### Gate-type map, run 1

Bar = 10 µm.
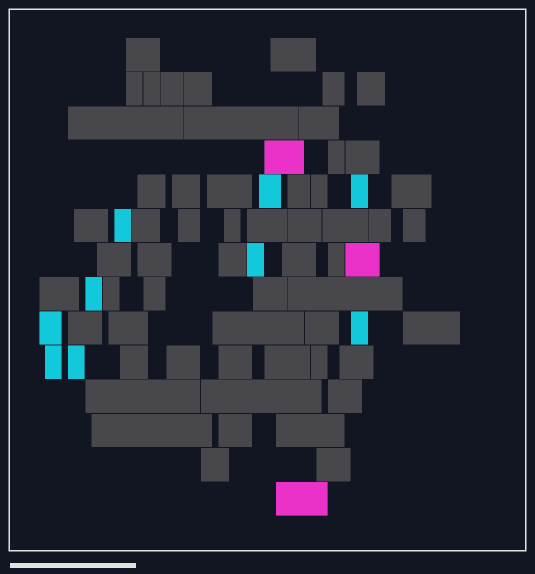
### The metal 3 layer, run 1

Bar = 10 µm.
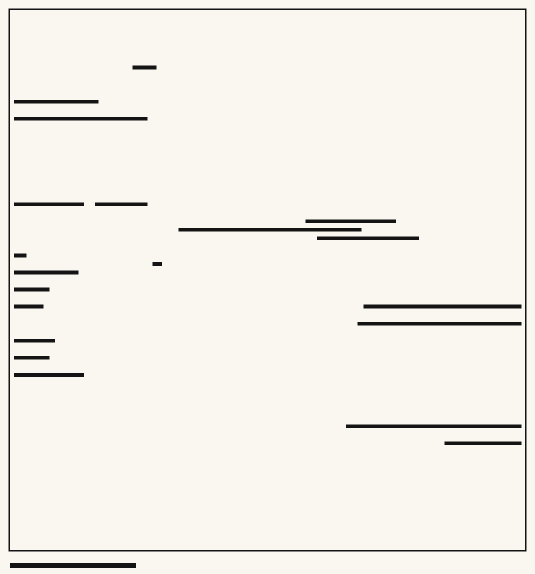
### I/O nets highlighted, run 1

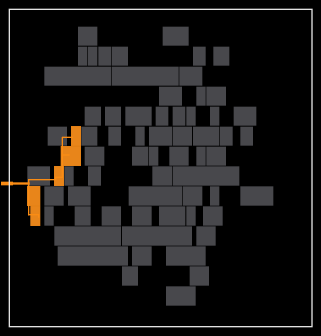
### Local utilization, run 1

8 x 9 tiles, from black (low) to pale yellow (high), 0 to 100% covered.
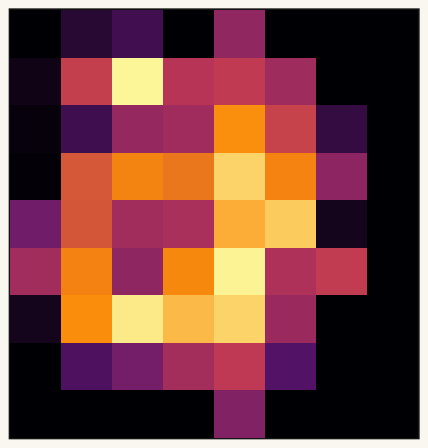
File: config.mk
export PLATFORM = sky130hd
export DESIGN_NAME = ld_updn_counter
export DESIGN_NICKNAME = d
export VERILOG_FILES = /design/src/rtl/ld_updn_counter.sv
export SDC_FILE = /design/constraint.sdc
export NUM_CORES = 1
export LEC_CHECK = 0
export CAP_MARGIN = 10
export CORE_AREA = 2 2 39 41
export DETAILED_ROUTE_END_ITERATION = 12
export DIE_AREA = 0 0 41 43
export DONT_BUFFER_PORTS = 1
export HOLD_SLACK_MARGIN = 0.02
export PLACE_DENSITY_LB_ADDON = 0.08
export SYNTH_ARGS = -nofsm -noshare
export SYNTH_HDL_FRONTEND = slang
export SYNTH_SLANG_ARGS = --single-unit
File: constraint.sdc
create_clock -name CK -period 1.95 [get_ports CK]
set_input_delay 0.195 -clock CK [delete_from_list [all_inputs] [get_ports CK]]
set_output_delay 0.195 -clock CK [all_outputs]
set_load 0.01 [all_outputs]
File: src/rtl/ld_updn_counter.sv
// Loadable up/down counter with programmable terminal count, wrap or saturate
// at the boundaries, combinational cascade carry and a sticky overflow flag.
module ld_updn_counter #(
  parameter int unsigned      WIDTH = 4,
  parameter logic [WIDTH-1:0] MAXV  = {WIDTH{1'b1}},
  parameter logic [WIDTH-1:0] INIT  = '0,
  parameter string            MODE  = "WRAP"
) (
  input  logic             CK,
  input  logic             RSTN,
  input  logic             SP,
  input  logic             LOAD,
  input  logic             CI,
  input  logic             UP,
  input  logic             CLR_OVF,
  input  logic [WIDTH-1:0] D,
  output logic [WIDTH-1:0] Q,
  output logic             CO,
  output logic             OVF
);

  localparam bit SAT = (MODE == "SAT");

  logic [WIDTH-1:0] r_q;
  logic             r_ovf;
  logic [WIDTH-1:0] w_q_nxt;
  logic [WIDTH:0]   w_inc;
  logic [WIDTH:0]   w_dec;
  logic             w_up_edge;
  logic             w_dn_edge;
  logic             w_boundary;

  // One extra bit keeps MAXV = 2**WIDTH-1 from aliasing to zero on increment.
  assign w_inc     = {1'b0, r_q} + {{WIDTH{1'b0}}, 1'b1};
  assign w_dec     = {1'b0, r_q} - {{WIDTH{1'b0}}, 1'b1};
  assign w_up_edge = (w_inc > {1'b0, MAXV});
  assign w_dn_edge = w_dec[WIDTH];

  assign CO         = CI & ((UP & w_up_edge) | (~UP & w_dn_edge));
  assign w_boundary = SP & ~LOAD & CO;

  always_comb begin
    w_q_nxt = r_q;
    if (LOAD) begin
      w_q_nxt = (D > MAXV) ? MAXV : D;
    end else if (CI) begin
      if (UP) begin
        if (w_up_edge) w_q_nxt = SAT ? MAXV : '0;
        else           w_q_nxt = w_inc[WIDTH-1:0];
      end else begin
        if (w_dn_edge) w_q_nxt = SAT ? '0 : MAXV;
        else           w_q_nxt = w_dec[WIDTH-1:0];
      end
    end
  end

  always_ff @(posedge CK or negedge RSTN) begin
    if (!RSTN) begin
      r_q   <= INIT;
      r_ovf <= 1'b0;
    end else if (SP) begin
      r_q <= w_q_nxt;
      // Set wins over a simultaneous clear.
      if (w_boundary)   r_ovf <= 1'b1;
      else if (CLR_OVF) r_ovf <= 1'b0;
    end
  end

  assign Q   = r_q;
  assign OVF = r_ovf;

endmodule

==> flow_summary.ini, run 1 <==
; generated from flow reports
[run_status]
outcome = finished with violations
violations = setup timing

[final_timing]
setup_viol = 1
fin_skew_ps = 1.33
max_freq_ghz = 0.506
worst_slew_pin_slew_ps = 341
min_period_over_period = 1.01
slew_headroom = 0.773
rsz0062_at_grt = yes
final_max_slew_viol_count = 0
setup_tns_ps = -26.3
fin_crit_ps = 1980
fin_ws_ps = -26.3
hold_violations = 0
fin_hold_ws_ps = 54.0

[layout]
fill_cells = 145
drive_gt1_frac = 0.377
ff_latch_area_um2 = 128
stdcell_area_um2 = 603
mi_logic_area_um2 = 330
nNetsFinal = 84
n_antenna_cell = 0

[pwr]
comb_power_share = 0.503
pwr-share-clk = 0.223
fin_total_pwr_uw = 531
p_int_uw = 334
peakVddDrop_v = 0.000361
p_per_area_mw_per_mm2 = 880
pwr-share-seq = 0.274
cellLeakagePower_nw = 0.240

[synthesis]
simple_gate_area_frac = 0.215
synth.most_common_cell = nand2_1
top_area_cell = dfrtp_1
avgSynthCellArea_um2 = 7.94
ys.flops = 5
netlist_instances = 55
synth_top_area_share = 0.287
yosys_warnings = 0
ys_chip_area_um2 = 437
synth_xor_xnor_area_share = 0.0401
async_flop_share = 1.00
synth_nets = 69
syn_area_um2 = 437
seq_area_frac_synth = 0.287
adder_share = 0.0860
logic_family = AND-OR/OR-AND gates
aoi_share = 0.330
synth-edff-count = 0
area_leaders = dfrtp_1 (29%), ha_1 (8.6%), nand2_1 (6.0%)
mux_share = 0
synthDistinctLibCells = 25

[route]
wire_per_inst_um = 14.4
antenna_left = 0
viasPerCell = 5.66
drc = 0
wl_um = 1220

[clock_network]
numCtsBuffers = 3
cts-root-buf = clkbuf_4
worstSkewPairLatency_ps = 240
clock-sinks = 5
clk_pin_slew_ps = 40
cts_tree = yes
cts_buffer_depth = 2

[worst_setup_path]
critPathKind = flip-flop to output port
crit_slowest_cell = dfrtp_2
critPathCapture = CO
cp.required_ps = 1750
critPathTopFamily = simple AND/OR/NAND/NOR gates
cp_max_fo = 4
critical_path.startpoint = Q[0]
arrival_ps = 1780
end_kind = output port
rr_worst_depth = 7
cp_cell_sequence = inv_4, ha_4, or3b_4, a211oi_4, nor2_2, nor2b_2
r2r_end = OVF
max_stage_delay_ps = 380
ff2ff_setup_slack_ps = 120
rr_startpoint = Q[0]
crit_cells = 6

[global_route]
grt_max_degree = 10
grt_pass1_vias = 487
grt_pass1_wl_um = 1990

[placement]
place_inst = 76
dp_hpwl_um = 896
gp_congestion = 0.695
io_buffers = 0
placed_cell_area_um2 = 502

[die]
chipArea_mm2 = 0.00176
die_x_um = 41
io_pins = 17
fp_util = 0.316
row_count = 14

[hold_path]
hold_class = primary input to flip-flop

[run]
drv_cap = 0
openroad.warnings = 30
Back to the opening pictures, 'Gate-type map':
Key: magenta = and/or cells [cells 3]; cyan = nand cells [cells 9]
Non-Filler Instances: 85
most numerous logic cell after layout: buf_4
Comb/total area: 0.548

Back to the opening pictures, 'The metal 3 layer':
The longest straight run is 14.3 µm. The layer carries 122 µm of wire.

Back to the opening pictures, 'I/O nets highlighted':
Key: orange = SP [direction input, edge left, end cells 5, buffers 0, wire 21.2 µm]

Back to the opening pictures, 'Local utilization':
14% of the tiles are over 75% full. The emptiest ninth of the die: bottom right. 35% of the tiles are nearly empty. The fullest tile reaches 98%.

[run 1: registers in the layout, summed over array words and instances, names as in the netlist]
| signal | flops |
|---|---|
| Q | 4 |
| OVF | 1 |
[run 1: power groups by stage]
stage | registers (mW) | logic (mW) | clock network (mW)
after floorplan | 0.158 | 0.128 | 0
after global placement | 0.147 | 0.211 | 0
after global routing | 0.148 | 0.295 | 0.134
after detailed placement | 0.145 | 0.207 | 0
final | 0.146 | 0.267 | 0.118
after CTS | 0.145 | 0.243 | 0.123
[run 1: layer usage]
| metal | track usage | part of all wire | vias up |
|---|---|---|---|
| li1 | - | - | 233 |
| met1 | 0.227 | 0.42 | 221 |
| met2 | 0.225 | 0.46 | 23 |
| met3 | 0.0366 | 0.10 | 4 |
| met4 | 0.100 | 0.019 | 0 |
| met5 | 0 | 0 | - |
[run 1: placed cells by master, fill, tap and decap left out, types with 2 or more instances in the layout]
master and n:
o221ai_1 2, o22ai_1 3, o21ai_0 4, a31oi_1 2
buf_4 9, nand3_1 2, inv_1 2, dfrtp_1 3
nor2_2 2, dfrtp_2 2, clkbuf_4 3, inv_2 2
nor2_1 3, nand2_1 7, a21oi_1 3
[run 1: worst min-delay path by stage]
stage / start / to / slack [ps] / cells after the start
2_1_floorplan: RSTN / OVF / -100 / 0
4_1_cts: LOAD / OVF / 50 / 1
3_5_place_dp: RSTN / Q[2] / -100 / 0
6_report: LOAD / OVF / 50 / 1
3_3_place_gp: RSTN / Q[2] / -100 / 0
5_1_grt: LOAD / OVF / 60 / 1
[run 1: metrics by stage]
stage / setup WS (ps) / util
2_1_floorplan: 28.1 / -
3_3_place_gp: 111 / 0.363
5_1_grt: -93.3 / 0.436
4_1_cts: -48.6 / 0.421
6_report: -26.3 / 0.436
3_5_place_dp: 98.0 / 0.363
[run 1: timing repair]
item                                    4_1_cts  5_1_grt
gates cloned                                  0        0
endpoints found under the setup margin        1        2
pin swaps                                     2        3
hold endpoints to repair                      5        0
gates resized                                 6        3
setup buffers                                 3        1
hold buffers                                  1        0
[run 1: worst register-to-register path, cell delays in order (launching register included)]
cell      delay [ps]
dfrtp_2          380
inv_4             50
ha_4             260
or3b_4           380
a211oi_4         240
nor2_2            70
buf_4            130
o31ai_1          220
[run 1: area by class of cell]
cell class | instances | area share
timing repair buffer | 10 | 0.129
inverter | 5 | 0.0353
tap | 16 | 0.0332
sequential | 5 | 0.212
clock buffer | 4 | 0.0436
multi-input combinational | 45 | 0.548
[run 1: cells by family (layout without fill, tap and decap cells)]
| family | after synthesis | in the layout |
|---|---|---|
| xor gates and xnor gates | 2 | 2 |
| and+or+nand+nor | 19 | 19 |
| buffers and inverters | 5 | 19 |
| AOI/OAI and AO/OA | 21 | 21 |
| DFF | 5 | 5 |
| adders and majority gates | 3 | 3 |
==> run 1 -> run 2 <==
--- a/config.mk
+++ b/config.mk
@@ -7,6 +7,7 @@
 export LEC_CHECK = 0
 export CAP_MARGIN = 10
 export CORE_AREA = 2 2 39 41
+export CTS_CLUSTER_SIZE = 28
 export DETAILED_ROUTE_END_ITERATION = 12
 export DIE_AREA = 0 0 41 43
 export DONT_BUFFER_PORTS = 1
==> constraint.sdc (replaced) <==
create_clock -name CK -period 1.95 [get_ports CK]
set_input_delay 0.195 -clock CK [delete_from_list [all_inputs] [get_ports CK]]
set_output_delay 0.195 -clock CK [all_outputs]
set_load 0.02 [all_outputs]
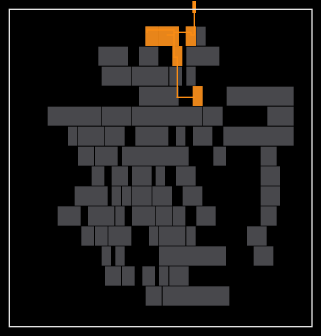
*I/O nets highlighted, run 2*
Key: orange = SP [direction input, edge top, end cells 5, buffers 0, wire 23.6 µm]
Ports: 17
port bufs: 0

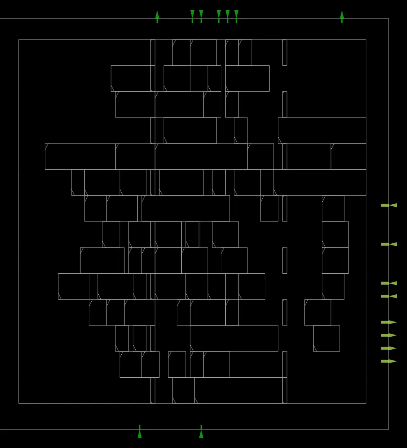
*Placement view, run 2*
Non-Filler Instances: 87
fraction of area in registers: 0.200

==> run 2 against run 1 <==
Effect of this change: the flow still finishes with violations (setup timing); count of clock-buffer cells in the layout is the same; clock power about the same; worst hold slack lost 12 ps.
==> flow_summary.ini, run 2 <==
; generated from flow reports
[final_timing]
fin_skew_ps = 4.13
fin_crit_ps = 2030
fin_ws_ps = -81.1
setup_viol = 1
min_period_over_period = 1.04
max_freq_ghz = 0.492
rsz0062_at_grt = yes
fin_hold_ws_ps = 42.1
worst_slew_pin_slew_ps = 291
hold_violations = 0
slew_headroom = 0.805
setup_tns_ps = -81.1
final_max_slew_viol_count = 0

[layout]
drive_gt1_frac = 0.408
largest_register_ffs = 4
n_antenna_cell = 0
ff_latch_area_um2 = 128
layout.cells.most_common = buf_4
fill_cells = 141
stdcell_area_um2 = 637
lay_top_cells = buf_4 (9), nand2_1 (7), o21ai_0 (4)
fin_util = 0.460
mi_logic_area_um2 = 344
nNetsFinal = 86

[worst_setup_path]
cp_cell_sequence = inv_2, ha_4, or3b_2, nor2_1, nor2_2, nor2b_4
critPathLaunchType = flip-flop
crit_slowest_cell = or3b_2
cp.required_ps = 1750
arrival_ps = 1840
critPathKind = flip-flop to output port
cp_max_fo = 5
critPathTopFamily = simple AND/OR/NAND/NOR gates
max_stage_delay_ps = 460
end_kind = output port

[synthesis]
ys.flops = 5
async_flop_share = 1.00
top_area_cell = dfrtp_1
netlist_instances = 55
ys_cells = 55
ys_chip_area_um2 = 437
area_leaders = dfrtp_1 (29%), ha_1 (8.6%), nand2_1 (6.0%)
seq_area_frac_synth = 0.287
synth_nets = 69
synth-edff-count = 0
avgSynthCellArea_um2 = 7.94
syn_area_um2 = 437
netlist_top_cells_count = nand2_1 (7), dfrtp_1 (5), nor2_1 (5), o21ai_0 (4)
synth.most_common_cell = nand2_1
synthDistinctLibCells = 25
yosys_warnings = 0
synth_top_area_share = 0.287

[clock_network]
numCtsBuffers = 3
cts_buffer_depth = 2
worstSkewPairLatency_ps = 240
clk_pin_slew_ps = 40
cts_tree = yes
htree_levels = 1
cts-root-buf = clkbuf_4
clock-sinks = 5

[global_route]
antenna_found_initial = 0
grt_pass1_wl_um = 1970
grt_pass1_vias = 507
grt_max_degree = 9

[pwr]
peakVddDrop_v = 0.000296
p_per_area_mw_per_mm2 = 856
fin_total_pwr_uw = 545
cellLeakagePower_nw = 0.261

[placement]
dp_hpwl_um = 970
place_inst = 76
placed_cell_area_um2 = 519
place_ws_ps = 108
gp_congestion = 0.699

[die]
die_x_um = 41
chipArea_mm2 = 0.00176
fp_util = 0.316
core_region_area_mm2 = 0.00138
row_count = 14
die_h_um = 43

[route]
viasPerCell = 5.54
wire_per_inst_um = 14.2
drc = 0
wl_um = 1240
antenna_left = 0

[hold_path]
hold_class = primary input to flip-flop

[run_status]
outcome = finished with violations
violations = setup timing

[run]
drv_cap = 0
openroad.warnings = 30
run 2: cell counts after synthesis:
No cell type changed its count.
run 2: kinds of logic (layout without fill, tap and decap cells):
| kind of cell | after synthesis | after routing | share of synthesized area |
|---|---|---|---|
| flip-flops | 5 | 5 | 0.287 |
| buffers and inverters | 5 | 21 | 0.0430 |
| XOR/XNOR | 2 | 2 | 0.0401 |
| AND-OR/OR-AND | 21 | 21 | 0.330 |
| AND/OR/NAND/NOR | 19 | 19 | 0.215 |
| adder cells (fa/ha/maj) | 3 | 3 | 0.0860 |
run 2: final cells by class:
cell class                 instances  area share
timing repair buffer              12       0.157
clock buffer                       4      0.0413
tap                               16      0.0314
multi-input combinational         45       0.540
inverter                           5      0.0295
sequential                         5       0.200
run 2: timing repair:
item,4_1_cts,5_1_grt
endpoints found under the hold margin,5,0
resized,9,1
setup endpoints to repair,1,3
setup buffers,8,0
hold buffers,1,0
pin swaps,3,1
run 2: final timing paths:
kind                             end  cells past startpoint  slack (ps)  startpoint
worst max-delay path              CO                      6         -80        Q[0]
worst min-delay path             OVF                      1          40        LOAD
worst max register to register   OVF                      7         100        Q[0]
worst min register to register  Q[0]                      2         630        Q[0]
max in group asynchronous       Q[1]                      1        1480        RSTN
min in group asynchronous        OVF                      1         250        RSTN
run 2: worst register-to-register path, cell delays in order, from the launching register on:
cell	delay, ps
dfrtp_2	400
inv_2	110
ha_4	160
or3b_2	460
nor2_1	200
nor2_2	90
buf_4	140
o31ai_2	200
run 2: where the power goes:
group | switching, mW | internal, mW | leakage (nW) | total (mW)
combinational | 0.141 | 0.138 | 0.188 | 0.279
clock | 0.0407 | 0.0773 | 0.0150 | 0.118
sequential | 0.0267 | 0.122 | 0.0582 | 0.148
total | 0.209 | 0.337 | 0.261 | 0.545
run 2: metal layers:
metal	GRT usage	wire length, µm
met5	0	0
met1	0.190	542
met2	0.259	587
met3	0.0262	74
met4	0.100	31
==> run 2 -> run 3 <==
--- a/config.mk
+++ b/config.mk
@@ -5,6 +5,7 @@
 export SDC_FILE = /design/constraint.sdc
 export NUM_CORES = 1
 export LEC_CHECK = 0
+export ABC_AREA = 0
 export CAP_MARGIN = 10
 export CORE_AREA = 2 2 39 41
 export CTS_CLUSTER_SIZE = 28
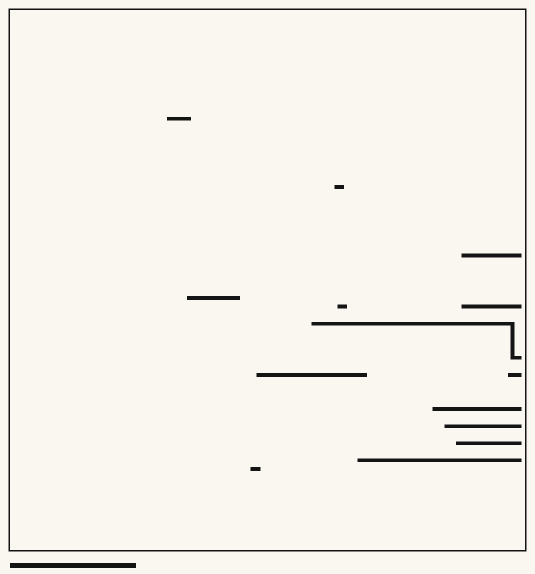
*The metal 3 layer, run 3*
Bar = 10 µm.
11 nets have wire on it. The longest straight run is 15.9 µm. The layer carries 74.1 µm of wire. The layer holds 6.0% of the routed length.

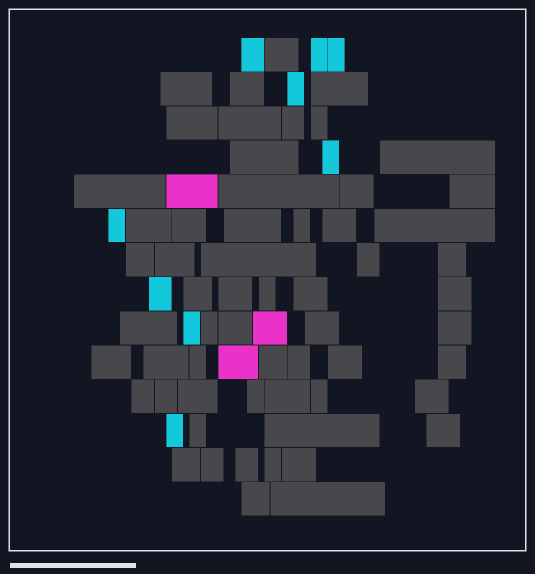
*Gate-type map, run 3*
Bar = 10 µm.
Key: cyan = nand cells [cells 9]; magenta = and/or cells [cells 3]

==> run 3 against run 2 <==
Effect of this change: non-clock buffer count unchanged; wire length unchanged; worst hold slack is the same; clock power hardly changed; via count is the same; register-to-register slack about the same; count of clock-buffer cells in the layout stayed put; final area is the same; the flow still finishes with violations (setup timing); first-iteration DRC count did not move.
==> flow_summary.ini, run 3 <==
; generated from flow reports
[run_status]
outcome = finished with violations
violations = setup timing

[route]
num_vias = 482
drtPass1Iterations = 4
antenna_left = 0
viasPerCell = 5.54
wl_um = 1240
wire_per_inst_um = 14.2
drtIter0Drc = 5
drc = 0

[final_timing]
final_max_slew_viol_count = 0
setup_viol = 1
worst_slew_pin_slew_ps = 291
hold_violations = 0
setup_tns_ps = -81.1
fin_skew_ps = 4.13
fin_ws_ps = -81.1
slew_headroom = 0.805
fin_crit_ps = 2030
min_period_over_period = 1.04
rsz0062_at_grt = yes
max_freq_ghz = 0.492

[synthesis]
async_flop_share = 1.00
avgSynthCellArea_um2 = 7.94
synth_top_area_share = 0.287
syn_area_um2 = 437
netlist_instances = 55
ys.flops = 5
ff_type = dfrtp_1
yosys_warnings = 0
seq_area_frac_synth = 0.287
netlist_top_cells_count = nand2_1 (7), dfrtp_1 (5), nor2_1 (5), o21ai_0 (4)
synthDistinctLibCells = 25
area_leaders = dfrtp_1 (29%), ha_1 (8.6%), nand2_1 (6.0%)
ys_cells = 55
synth_nets = 69
synth-edff-count = 0
ys_chip_area_um2 = 437
synth.most_common_cell = nand2_1
top_area_cell = dfrtp_1

[global_route]
grt_overflow_total = 0
grt_use_total = 0.163
antenna_found_initial = 0
grt_pass1_vias = 507
grt_max_degree = 9
grt_pass1_wl_um = 1970

[worst_setup_path]
cp_max_fo = 5
critPathLaunchType = flip-flop
cp_cell_sequence = inv_2, ha_4, or3b_2, nor2_1, nor2_2, nor2b_4
cp_num_buf_inv = 1
arrival_ps = 1840
critPathTopFamily = simple AND/OR/NAND/NOR gates
ff2ff_setup_slack_ps = 100
cp.required_ps = 1750
max_stage_delay_ps = 460
crit_slowest_cell = or3b_2
critPathKind = flip-flop to output port
end_kind = output port

[layout]
lay_top_cells = buf_4 (9), nand2_1 (7), o21ai_0 (4)
largest_register_ffs = 4
drive_gt1_frac = 0.408
nNetsFinal = 86
layout.cells.most_common = buf_4
fin_util = 0.460
syn2layout_area_growth_pct = 45.8
n_antenna_cell = 0

[die]
io_pins = 17
row_count = 14
chipArea_mm2 = 0.00176
die_h_um = 43
core_region_area_mm2 = 0.00138
die_x_um = 41
fp_util = 0.316

[pwr]
cellLeakagePower_nw = 0.261
p_per_area_mw_per_mm2 = 856
peakVddDrop_v = 0.000296

[clock_network]
cts_buffer_depth = 2
worstSkewPairLatency_ps = 240
cts_tree = yes
cts-root-buf = clkbuf_4
numCtsBuffers = 3
clk_pin_slew_ps = 40
htree_levels = 1
clock-sinks = 5

[placement]
place_ws_ps = 108
gp_congestion = 0.699
io_buffers = 0
dp_hpwl_um = 970

[run]
openroad.warnings = 30
drv_cap = 0

[hold_path]
hold_class = primary input to flip-flop
run 3: cell counts in the layout (fill, tap and decap cells not counted):
No cell type changed its count.
run 3: report_power, final:
| group | switching (mW) | internal [mW] | total (mW) |
|---|---|---|---|
| combinational | 0.141 | 0.138 | 0.279 |
| clock | 0.0407 | 0.0773 | 0.118 |
| sequential | 0.0267 | 0.122 | 0.148 |
run 3: repair_timing:
item | CTS | global route
hold buffers | 1 | 0
gates resized | 9 | 1
pin swaps | 3 | 1
setup buffers | 8 | 0
endpoints found under the setup margin | 1 | 3
hold endpoints to repair | 5 | 0
run 3: kinds of logic (layout without fill, tap and decap cells):
logic type      after synthesis  in the layout  synth area share
buf+inv                       5             21            0.0430
fa+ha+maj                     3              3            0.0860
compound gates               21             21             0.330
flops                         5              5             0.287
simple gates                 19             19             0.215
xor+xnor                      2              2            0.0401
run 3: final cells by class:
cell class | instances | area (µm²)
fill | 141 | 747
multi-input combinational | 45 | 344
sequential | 5 | 128
timing repair buffer | 12 | 100
clock buffer | 4 | 26.3
tap | 16 | 20.0
inverter | 5 | 18.8
run 3: path summary, 6_finish.rpt:
kind                       from    to  depth (start not counted)
max                        Q[0]    CO                          6
min                        LOAD   OVF                          1
max reg2reg                Q[0]   OVF                          7
min reg2reg                Q[0]  Q[0]                          2
max in group asynchronous  RSTN  Q[1]                          1
min in group asynchronous  RSTN   OVF                          1
run 3: per-layer routing:
layer | track usage | routed length [µm] | up-vias | share of wire
met1 | 0.190 | 542 | 226 | 0.44
met2 | 0.259 | 587 | 14 | 0.48
met3 | 0.0262 | 74 | 6 | 0.060
met5 | 0 | 0 | - | 0
li1 | - | - | 236 | -
met4 | 0.100 | 31 | 0 | 0.025
run 3: stage by stage:
stage / power, mW / instances / cell area [µm²] / hold slack, ps
floorplan: 0.315 / 55 / 462 / -101
global placement: 0.384 / 76 / 519 / -100
detailed placement: 0.380 / 76 / 519 / -100
CTS: 0.556 / 89 / 654 / 64.1
global route: 0.594 / 87 / 637 / 33.0
finish: 0.545 / 87 / 637 / 42.1
Power and IR drop assume default switching activity.
